File: config.mk
export PLATFORM = sky130hd
export DESIGN_NAME = icache_fetch_arbiter
export DESIGN_NICKNAME = d
export VERILOG_FILES = /design/src/rtl/icache_fetch_arbiter.sv
export SDC_FILE = /design/constraint.sdc
export NUM_CORES = 1
export LEC_CHECK = 0
export ABC_AREA = 1
export CAP_MARGIN = 20
export CORE_UTILIZATION = 41
export CTS_CLUSTER_DIAMETER = 100
export DETAILED_ROUTE_END_ITERATION = 7
export PLACE_DENSITY = 0.81
export SKIP_LAST_GASP = 1
export SLEW_MARGIN = 5
export SYNTH_ARGS = -nofsm -noshare
export SYNTH_HDL_FRONTEND = slang
export SYNTH_SLANG_ARGS = --single-unit
File: constraint.sdc
create_clock -name clk -period 1.68 [get_ports clk]
set_input_delay 0.168 -clock clk [delete_from_list [all_inputs] [get_ports clk]]
set_output_delay 0.168 -clock clk [all_outputs]
set_load 0.1 [all_outputs]
File: src/rtl/icache_fetch_arbiter.sv
// icache_fetch_arbiter: round-robin share of one I-cache fetch port between two IFU ways.
// Define ICARB_PERF_CNT_EN to add saturating delivery and conflict counters.
module icache_fetch_arbiter #(
    parameter int ADDR_W    = 32,
    parameter int INST_W    = 32,
    parameter bit PRIO_INIT = 1'b0
) (
    input  logic              clk,
    input  logic              reset_n,
    input  logic              way0_request_i,
    input  logic [ADDR_W-1:0] way0_instAddr_i,
    input  logic              way0_flush_i,
    output logic              way0_dataOk_o,
    output logic [INST_W-1:0] way0_inst_o,
    input  logic              way1_request_i,
    input  logic [ADDR_W-1:0] way1_instAddr_i,
    input  logic              way1_flush_i,
    output logic              way1_dataOk_o,
    output logic [INST_W-1:0] way1_inst_o,
    output logic              ic_request_o,
    output logic [ADDR_W-1:0] ic_instAddr_o,
    input  logic              ic_dataOk_i,
    input  logic [INST_W-1:0] ic_inst_i,
    output logic              grant_o,
    output logic              busy_o
`ifdef ICARB_PERF_CNT_EN
    ,
    output logic [31:0]       perf_way0_cnt_o,
    output logic [31:0]       perf_way1_cnt_o,
    output logic [31:0]       perf_conflict_cnt_o
`endif
);
    typedef enum logic [1:0] {IDLE, FETCH, DRAIN} state_t;
    state_t state;
    logic   prio;
    logic   elig0, elig1, hold, pick, want, owner_flush;
    assign elig0       = way0_request_i && !way0_flush_i;
    assign elig1       = way1_request_i && !way1_flush_i;
    assign pick        = (elig0 && elig1) ? !prio : elig1;
    // the requester still holds request while its dataOk_o is visible, so no grant that cycle
    assign hold        = way0_dataOk_o || way1_dataOk_o;
    assign want        = (elig0 || elig1) && !hold;
    assign owner_flush = grant_o ? way1_flush_i : way0_flush_i;
    always_ff @(posedge clk) begin
        if (reset_n) begin
            state         <= IDLE;
            prio          <= PRIO_INIT;
            grant_o       <= 1'b0;
            busy_o        <= 1'b0;
            ic_request_o  <= 1'b0;
            ic_instAddr_o <= '0;
            way0_dataOk_o <= 1'b0;
            way1_dataOk_o <= 1'b0;
            way0_inst_o   <= '0;
            way1_inst_o   <= '0;
        end else begin
            way0_dataOk_o <= 1'b0;
            way1_dataOk_o <= 1'b0;
            case (state)
                IDLE: if (want) begin
                    state         <= FETCH;
                    grant_o       <= pick;
                    prio          <= pick;
                    ic_instAddr_o <= pick ? way1_instAddr_i : way0_instAddr_i;
                    ic_request_o  <= 1'b1;
                    busy_o        <= 1'b1;
                end
                FETCH: if (ic_dataOk_i) begin
                    state        <= IDLE;
                    ic_request_o <= 1'b0;
                    busy_o       <= 1'b0;
                    if (!owner_flush && !grant_o) begin
                        way0_dataOk_o <= 1'b1;
                        way0_inst_o   <= ic_inst_i;
                    end
                    if (!owner_flush && grant_o) begin
                        way1_dataOk_o <= 1'b1;
                        way1_inst_o   <= ic_inst_i;
                    end
                end else if (owner_flush) begin
                    state <= DRAIN;
                end
                // the I-cache transaction is never aborted; wait out its response
                DRAIN: if (ic_dataOk_i) begin
                    state        <= IDLE;
                    ic_request_o <= 1'b0;
                    busy_o       <= 1'b0;
                end
                default: state <= IDLE;
            endcase
        end
    end
`ifdef ICARB_PERF_CNT_EN
    always_ff @(posedge clk) begin
        if (reset_n) begin
            perf_way0_cnt_o     <= '0;
            perf_way1_cnt_o     <= '0;
            perf_conflict_cnt_o <= '0;
        end else begin
            if (way0_dataOk_o && perf_way0_cnt_o != '1) perf_way0_cnt_o <= perf_way0_cnt_o + 32'd1;
            if (way1_dataOk_o && perf_way1_cnt_o != '1) perf_way1_cnt_o <= perf_way1_cnt_o + 32'd1;
            if (state == IDLE && elig0 && elig1 && perf_conflict_cnt_o != '1)
                perf_conflict_cnt_o <= perf_conflict_cnt_o + 32'd1;
        end
    end
`endif
endmodule

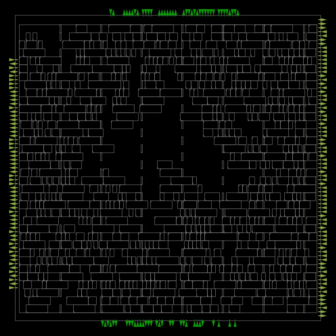
Fig. 1. Placed standard cells.
Rows: 36
fin cells: 906
Tap Count: 133
Fill cells: 859

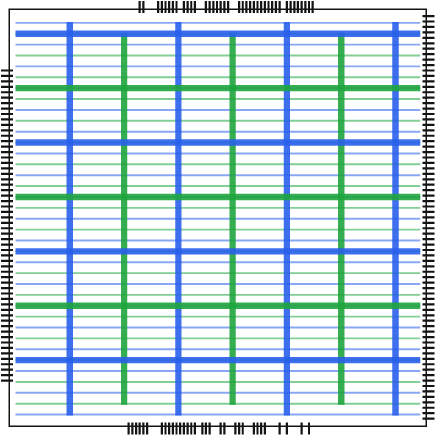
Fig. 2. Floorplan with the power grid.
Scale: 4 px per micron. Pins as bars on the die edge.
legend:
  blue:
    net: VSS
  green:
    net: VDD
met1 rails: 37
met5 straps: 7
rows: 36
signal pins: 204
met4 straps: 7

==> results_slide.txt <==
Implementation Results

Run status
  • Status: completed

Route
  • Vias: 4,358
  • Total iterations of the first detailed-routing run: 4
  • Via/cell ratio: 4.81
  • Length of routed met3 wiring: 1150 microns
  • DRC: 0

Setup path
  • Setup slack, reg-to-reg: 0.13 ns
  • Crit. End Element: flip-flop
  • Slowest CP cell: dfxtp_1
  • Levels on crit path: 8
  • WP buf/inv: 3

Flow run
  • Stage-log warning count: 29

Power and ir drop
  • Seq pwr share: 41.1%
  • Clock share of power: 26.1%
  • Largest power group: registers
  • Comb pwr: 0.00212 W

Synth
  • Share of flip-flops with an asynchronous set or reset: 0%
  • Cells after synthesis: 575
  • Max-area cell share: 48.0%
  • Most frequent cell after synthesis: nor2_1

Layout
  • Biggest registers after layout: ic_instAddr_o x32, way0_inst_o x32, way1_inst_o x32
  • FFs & Latches: 102
  • # clk buffers: 10
  • Final nets: 876
  • Comb gate area: 0.00179 sq mm
  • Buffering overhead: 31.9%
  • Inverters: 46
  • Biggest Area Class: non-clock buffers
  • Reg area: 0.00205 sq mm
  • Commonest Layout Cell: nor2_1

Final timing
  • Shortest period the worst path allows: 1.55 ns
  • Final hold vios: 0
  • Final Slew Violations: 0
  • Final-report setup violation count: 0

Global route
  • Met3 Use GR: 7.83%
  • Tot GR Track Use: 22.7%

CTS
  • Hold_buf cts: 0
  • Num CTS Buffers: 9

Die
  • Fp_density: 42.9%
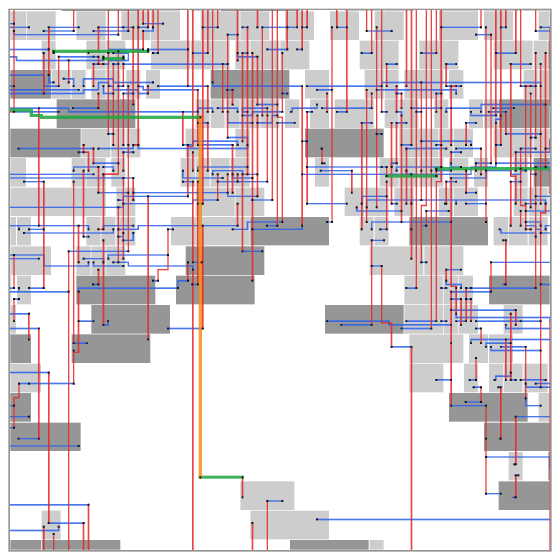
Fig. 3. Close-up of the layout.
Region (27, 48) to (77, 98) microns. Cells in grey, sequential cells in the stronger grey; small squares are vias.
legend:
  red:
    layer: metal 2
  blue:
    layer: metal 1
  orange:
    layer: metal 4
  green:
    layer: metal 3
most frequent: nor2_1 (24), dfxtp_1 (19), nand3_1 (16)
sequential cells in the window: 19
netlist names of flops here include: `ic_instAddr_o` (9), `way1_inst_o` (6), `way0_inst_o` (4)
cells with their middle in the window: 140

## per-stage QoR
stage          cells  hold WS [ns]  worst slack [ns]  power, W  utilization, %
3_3_place_gp     889         0.483           -0.0508   0.00479            62.6
3_5_place_dp     889         0.501           -0.0971   0.00481            62.6
2_1_floorplan    575         0.233             0.133   0.00420               -
4_1_cts          904         0.400            0.0426   0.00648            64.7
6_report         906         0.415             0.129   0.00644            65.2
5_1_grt          906         0.408           0.00168   0.00670            65.2
## cells by family (layout without fill, tap and decap cells)
| group | count (synthesis) | in the layout | share of synthesized area, % |
|---|---|---|---|
| AOI/OAI and AO/OA | 70 | 70 | 8.24 |
| DFF | 102 | 102 | 48.0 |
| and+or+nand+nor | 317 | 317 | 32.7 |
| adders and majority gates | 4 | 4 | 1.18 |
| buffers and inverters | 82 | 280 | 9.88 |
Power is estimated from default activity; no workload was simulated.
